$ cat config.mk
export PLATFORM = sky130hd
export DESIGN_NAME = fetch_ctrl
export DESIGN_NICKNAME = d
export VERILOG_FILES = /design/src/rtl/fetch_ctrl_pkg.sv /design/src/rtl/fetch_ctrl_npc_arb.sv /design/src/rtl/fetch_ctrl.sv
export SDC_FILE = /design/constraint.sdc
export NUM_CORES = 1
export LEC_CHECK = 0
export CAP_MARGIN = 20
export CELL_PAD_IN_SITES_DETAIL_PLACEMENT = 0
export CELL_PAD_IN_SITES_GLOBAL_PLACEMENT = 1
export CORE_MARGIN = 2
export CORE_UTILIZATION = 38
export DETAILED_ROUTE_END_ITERATION = 12
export GPL_ROUTABILITY_DRIVEN = 0
export PLACE_DENSITY_LB_ADDON = 0.1
export SLEW_MARGIN = 25
export SYNTH_ARGS = -nofsm -noshare
export SYNTH_HDL_FRONTEND = slang
export SYNTH_SLANG_ARGS = --single-unit
export TNS_END_PERCENT = 30
$ cat constraint.sdc
create_clock -name clk -period 5 [get_ports clk]
set_clock_uncertainty 0.2 [all_clocks]
set_input_delay 0.75 -clock clk [delete_from_list [all_inputs] [get_ports clk]]
set_output_delay 0.75 -clock clk [all_outputs]
set_load 0.05 [all_outputs]
$ cat src/rtl/fetch_ctrl_pkg.sv
// Shared types and constants for the instruction-fetch stage.
package fetch_ctrl_pkg;

  localparam int XLEN_DEF = 32;
  localparam int INSTR_W  = 32;

  localparam logic [XLEN_DEF-1:0] RESET_PC = 32'h0000_0000;
  localparam logic [XLEN_DEF-1:0] TRAP_PC  = 32'h0000_0100;

  // addi x0, x0, 0
  localparam logic [INSTR_W-1:0] NOP = 32'h0000_0013;

  typedef enum logic [1:0] {
    BOOT  = 2'd0,
    FETCH = 2'd1,
    HOLD  = 2'd2,
    DRAIN = 2'd3
  } fetch_state_t;

endpackage

$ cat src/rtl/fetch_ctrl_npc_arb.sv
// Next-PC arbitration: trap > MEM redirect > ID jump, plus flush/misalign decode.
import fetch_ctrl_pkg::*;

module npc_arb #(
  parameter int              XLEN    = 32,
  parameter logic [XLEN-1:0] TRAP_PC = 32'h0000_0100
) (
  input  logic            enable,
  input  logic            trap,
  input  logic            mem_spl,
  input  logic [XLEN-1:0] mem_in1,
  input  logic            id_jump,
  input  logic [XLEN-1:0] id_target,
  output logic            redirect,
  output logic [XLEN-1:0] target,
  output logic            misaligned,
  output logic            if_id_flush,
  output logic            id_ex_flush
);

  logic [XLEN-1:0] raw_target;

  always_comb begin
    raw_target = id_target;
    if (trap)         raw_target = TRAP_PC;
    else if (mem_spl) raw_target = mem_in1;
  end

  // Everything is suppressed while the fetch stage is held in reset.
  assign redirect    = enable & (trap | mem_spl | id_jump);
  assign target      = {raw_target[XLEN-1:2], 2'b00};
  assign misaligned  = redirect & (raw_target[1:0] != 2'b00);
  assign if_id_flush = redirect;
  assign id_ex_flush = enable & (trap | mem_spl);

endmodule

$ cat src/rtl/fetch_ctrl.sv
// Instruction-fetch sequencer: PC register, imem handshake, stall/redirect handling.
import fetch_ctrl_pkg::*;

module fetch_ctrl #(
  parameter int              XLEN     = 32,
  parameter logic [XLEN-1:0] RESET_PC = fetch_ctrl_pkg::RESET_PC,
  parameter logic [XLEN-1:0] TRAP_PC  = fetch_ctrl_pkg::TRAP_PC
) (
  input  logic               clk,
  input  logic               reset,
  input  logic               stall,
  input  logic               trap,
  input  logic               mem_spl,
  input  logic [XLEN-1:0]    mem_in1,
  input  logic               id_jump,
  input  logic [XLEN-1:0]    id_target,
  input  logic               imem_ready,
  input  logic [INSTR_W-1:0] imem_rdata,
  output logic               imem_req,
  output logic [XLEN-1:0]    if_PC,
  output logic [INSTR_W-1:0] if_instr,
  output logic               if_valid,
  output logic               if_id_flush,
  output logic               id_ex_flush,
  output logic               misalign
);

  fetch_state_t       state_reg, state_next;
  logic [XLEN-1:0]    pc_reg, pc_next;
  logic [XLEN-1:0]    pend_reg, pend_next;
  logic               pend_valid_reg, pend_valid_next;
  logic [INSTR_W-1:0] instr_reg, instr_next;
  logic               valid_reg, valid_next;
  logic               misalign_reg, misalign_next;

  logic               redirect;
  logic [XLEN-1:0]    target;
  logic               tgt_misaligned;

  npc_arb #(.XLEN(XLEN), .TRAP_PC(TRAP_PC)) u_npc_arb (
    .enable      (reset),
    .trap        (trap),
    .mem_spl     (mem_spl),
    .mem_in1     (mem_in1),
    .id_jump     (id_jump),
    .id_target   (id_target),
    .redirect    (redirect),
    .target      (target),
    .misaligned  (tgt_misaligned),
    .if_id_flush (if_id_flush),
    .id_ex_flush (id_ex_flush)
  );

  always_ff @(posedge clk or negedge reset) begin
    if (!reset) begin
      state_reg      <= BOOT;
      pc_reg         <= RESET_PC;
      pend_reg       <= RESET_PC;
      pend_valid_reg <= 1'b0;
      instr_reg      <= '0;
      valid_reg      <= 1'b0;
      misalign_reg   <= 1'b0;
    end else begin
      state_reg      <= state_next;
      pc_reg         <= pc_next;
      pend_reg       <= pend_next;
      pend_valid_reg <= pend_valid_next;
      instr_reg      <= instr_next;
      valid_reg      <= valid_next;
      misalign_reg   <= misalign_next;
    end
  end

  always_comb begin
    state_next      = state_reg;
    pc_next         = pc_reg;
    pend_next       = pend_reg;
    pend_valid_next = pend_valid_reg;
    instr_next      = instr_reg;
    valid_next      = valid_reg;
    misalign_next   = tgt_misaligned;

    unique case (state_reg)
      BOOT: begin
        state_next = FETCH;
        if (redirect) pc_next = target;
      end
      FETCH: begin
        if (redirect) begin
          valid_next = 1'b0;
          if (imem_ready) begin
            pc_next = target;
          end else begin
            pend_next       = target;
            pend_valid_next = 1'b1;
            state_next      = DRAIN;
          end
        end else if (imem_ready) begin
          instr_next = imem_rdata;
          valid_next = 1'b1;
          if (stall) state_next = HOLD;
          else       pc_next    = pc_reg + XLEN'(4);
        end else if (!stall) begin
          valid_next = 1'b0;
        end
      end
      HOLD: begin
        if (redirect) begin
          pc_next    = target;
          valid_next = 1'b0;
          state_next = FETCH;
        end else if (!stall) begin
          pc_next    = pc_reg + XLEN'(4);
          valid_next = 1'b0;
          state_next = FETCH;
        end
      end
      DRAIN: begin
        // The in-flight response belongs to the squashed path and is dropped.
        if (imem_ready) begin
          pc_next         = redirect ? target : pend_reg;
          pend_valid_next = 1'b0;
          state_next      = FETCH;
        end else if (redirect) begin
          pend_next = target;
        end
      end
      default: state_next = BOOT;
    endcase
  end

  assign imem_req = (state_reg == FETCH) || (state_reg == DRAIN);
  assign if_PC    = pc_reg;
  assign if_instr = instr_reg;
  assign if_valid = valid_reg;
  assign misalign = misalign_reg;

endmodule

Run 1, register map, names as in the netlist:
Bar = 50 um. Other sequential cells in the stronger grey, the rest of the logic in the fainter grey.
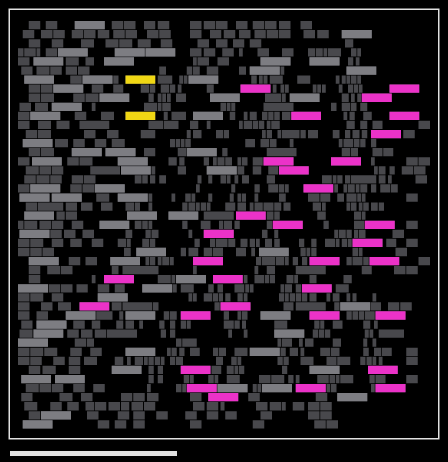
magenta -> `if_PC`  # placed flops 32
yellow -> `state_reg`  # placed flops 2
not coloured = 66
sequential share of cell area: 31.2%
Core Util, Final: 53.0%
sequential power: 0.00151 W
Flop area: 2500 um2

Run 1, wire density map:
The die is cut into 26 by 26 equal tiles; dark purple is low, yellow is high, scaled to the fullest tile. Values are wire area over tile area, all layers added.
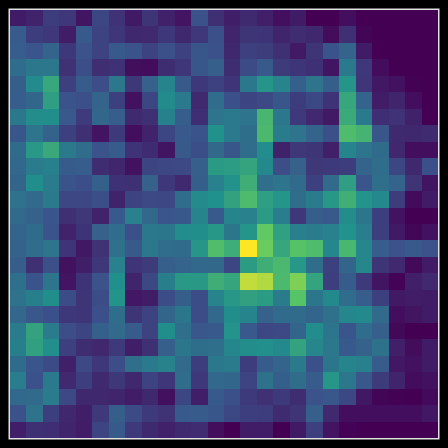
emptiest ninth of the die = north-east
densest ninth of the die = centre
nearly empty tiles = 5.9%

==> Changelog: implementation, run 1 <==
## Flow update

- Top FF cell, synth: dfrtp_1
- Worst r2r src: state_reg[0]$_DFFE_PN0P_
- Synth cell types: 48
- FP Rows: 45
- Fp util: 38.8%
- Element type at the critical path start: flip-flop
- Vias in the first global route: 5514
- Critical Path End Type: flip-flop
- Kind of critical path: flip-flop to flip-flop
- Post-CTS Setup Inserts: 0
- Relative slew slack: 39.5%
- Met2 wire len: 7870 um
- Crit path DAT: 3.45 ns
- H-Tree Depth: 3
- Placed cell areas: 7720 um2
- Crit-path max FO: 24
- Worst hold-check path type: input port to asynchronous set/reset pin
- YS chip area: 5870 um2
- Final tally of max-slew violations: 0
- Setup crit start: state_reg[0]$_DFFE_PN0P_
- Worst r2r dst: if_PC[25]$_DFFE_PN0P_
- Synth Seq Share: 42.6%
- Mux area share: 13.8%
- Post-synth EDFFs: 0
- Synth flops: 100
- Inverters: 11
- Largest net degree at the start of global routing: 74
- Clock power frac: 14.5%
- Comb pwr share: 55.7%
- Multi-In Gates: 494
- Leak: 3.30 nW
- Total CTS buffers: 9
- Fin cells: 993
- Global route overflow: 0
- Non-clk bufs: 184
- Comb area: 3150 um2
- CP cell instances: inv_1, ha_1, inv_1, nor2_1, nand3_1, o31ai_1, a32o_1
- Met1 Track Usage GR: 32.1%
- Setup crit end: if_PC[25]$_DFFE_PN0P_
- Maximum buffer depth of the clock tree: 2
- AO/OA Area Share: 18.3%
- Cells on worst reg2reg path: 7
- # fillers: 1401
- R2R setup slack: 1.64 ns
- Met1 WL: 8590 um
- Status: finished clean
- Psw: 0.00245 W
- Delay-heaviest family, CP: simple AND/OR/NAND/NOR gates
- Final critical-path share of the clock period: 67.1%
- Die ar.: 16500 um2
- Dpl cells: 977
- # IOs: 172
- # resized after CTS: 0
- Fin Hold WS: 0.124 ns
- Top cells excl fill/tap: clkdlybuf4s50_1 (167), dfrtp_1 (100), nand2_1 (95)
- Tot GR Track Use: 22.6%
- Die Ht: 128 um
- First-pass GRT wire length: 29300 um
- 1st-iter DRT viols: 456
- Core Footprint: 15100 um2
- Syn_area_per_cell: 9.03 um2
- Buffering overhead: 22.4%
- CTS tree: done
- DR WL/cell: 18.5 um
- Syn_nets: 759
- Top non-seq family: AND-OR/OR-AND gates
- Max layer used: met4
- Worst IR Drop VDD: 466 uV
- Total power: 0.00508 W
- Post-synth ARST share: 100%
- Nets@finish: 909
- Final Hold Vio Count: 0
- Clk power: 0.000738 W
- Port-buffer cells: 171
- Setup_tns: 0 ns
- Met2 usage: 33.6%
- Count leader, synth: dfrtp_1
- Hpwl dp: 13100 um
- Pre-CTS setup slack: 1.50 ns
Run 1, cell density map:
Bar = 50 um. The die is cut into 13 by 13 equal tiles; dark purple is low, yellow is high, 0 to 100% covered.
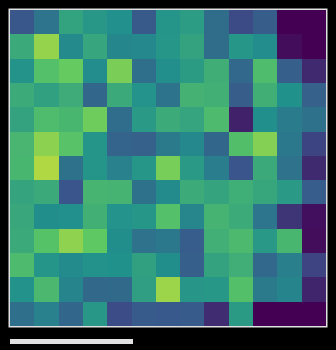
emptiest ninth of the die = north-east
mean over tiles = 47%
tiles over 75% full = 6.5%
nearly empty tiles = 3.6%
fullest tile = 88%

Run 1, clock nets:
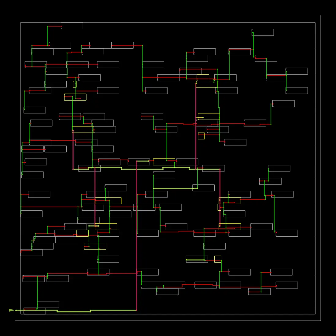

## Run 2: what changed since run 1
--- a/config.mk
+++ b/config.mk
@@ -9,7 +9,7 @@
 export CELL_PAD_IN_SITES_DETAIL_PLACEMENT = 0
 export CELL_PAD_IN_SITES_GLOBAL_PLACEMENT = 1
 export CORE_MARGIN = 2
-export CORE_UTILIZATION = 38
+export CORE_UTILIZATION = 36
 export DETAILED_ROUTE_END_ITERATION = 12
 export GPL_ROUTABILITY_DRIVEN = 0
 export PLACE_DENSITY_LB_ADDON = 0.1
==> constraint.sdc (replaced) <==
create_clock -name clk -period 3.2 [get_ports clk]
set_clock_uncertainty 0.2 [all_clocks]
set_input_delay 0.48 -clock clk [delete_from_list [all_inputs] [get_ports clk]]
set_output_delay 0.48 -clock clk [all_outputs]
set_load 0.05 [all_outputs]
Run 2, clock nets:
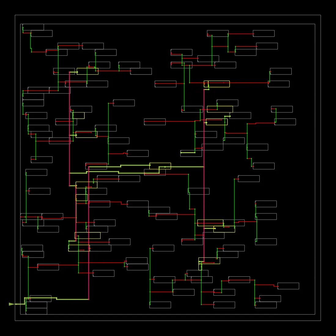
# clock sinks: 100
Clk power: 0.00131 W
num sequential: 100
worst skew pair latency: 0.35 ns
Layout clock buffers: 12

==> run 2 against run 1 <==
Die size grew 5.4%. Critical path depth grew 1. Largest cell class unchanged. Synthesized area is the same. Clock power grew 78%. Total power grew 61%. Sequential power grew 56%. Fmax grew 23%. Register-to-register slack lost 1.2 ns. Critical path type unchanged. Flip-flop count is the same. Core utilization shrank 1.2 points. Non-clock buffer count grew 12. Hold slack lost 0.013 ns. Largest power group unchanged.
==> Changelog: implementation, run 2 <==
## Flow update

- Status: finished clean
- Final Hold Vio Count: 0 (unchanged)
- Setup crit start: state_reg[0]$_DFFE_PN0P_
- Inverters: 11 (unchanged)
- Post-synth ARST share: 100% (unchanged)
- Final tally of max-slew violations: 0 (unchanged)
- Clock power frac: 16.0% (+1.5 points)
- Cells on worst reg2reg path: 8 (+1)
- YS chip area: 5870 um2 (unchanged)
- Largest net degree at the start of global routing: 63 (-15%)
- Worst r2r dst: if_PC[11]$_DFFE_PN0P_
- Vias in the first global route: 5693 (+3.2%)
- Worst r2r src: state_reg[0]$_DFFE_PN0P_
- # fillers: 1527 (+9.0%)
- Syn_nets: 759 (unchanged)
- Fp util: 37.0% (-1.8 points)
- H-Tree Depth: 3 (unchanged)
- Setup_tns: 0 ns (unchanged)
- R2R setup slack: 0.47 ns (-1.17 ns)
- 1st-iter DRT viols: 391 (-14%)
- Buffering overhead: 23.3% (+0.90 points)
- CTS tree: done
- Met2 wire len: 8620 um (+9.6%)
- Sequential power: 0.00236 W (+56%)
- Critical Path End Type: flip-flop
- Core Util, Final: 51.8% (-1.2 points)
- Worst IR Drop VDD: 600 uV (+29%)
- Setup crit end: if_PC[11]$_DFFE_PN0P_
- Crit path DAT: 2.71 ns (-0.74 ns)
- Maximum buffer depth of the clock tree: 2 (unchanged)
- # resized after CTS: 0 (unchanged)
- First-pass GRT wire length: 31000 um (+5.7%)
- Fin cells: 1033 (+4.0%)
- Mux area share: 13.8% (unchanged)
- AO/OA Area Share: 18.3% (unchanged)
- Met2 usage: 34.9% (+1.3 points)
- Pre-CTS setup slack: 0.350 ns (-1.15 ns)
- Core Footprint: 15900 um2 (+4.9%)
- Total power: 0.00818 W (+61%)
- Multi-In Gates: 494 (unchanged)
- Die Ht: 132 um (+2.7%)
- Final critical-path share of the clock period: 85.3% (+18 points)
Run 2, signal wires by layer:
Two of the layers only.
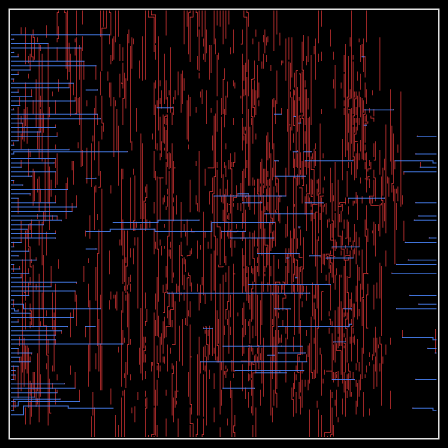
red -> met2  # wire length 8620 um
blue -> met3  # wire length 1580 um
Tot GR Track Use: 22.4%
WL final: 19100 um
DR WL/cell: 18.5 um
Vias: 5591

No activity file was given, so power comes from the tool's default toggle rates.
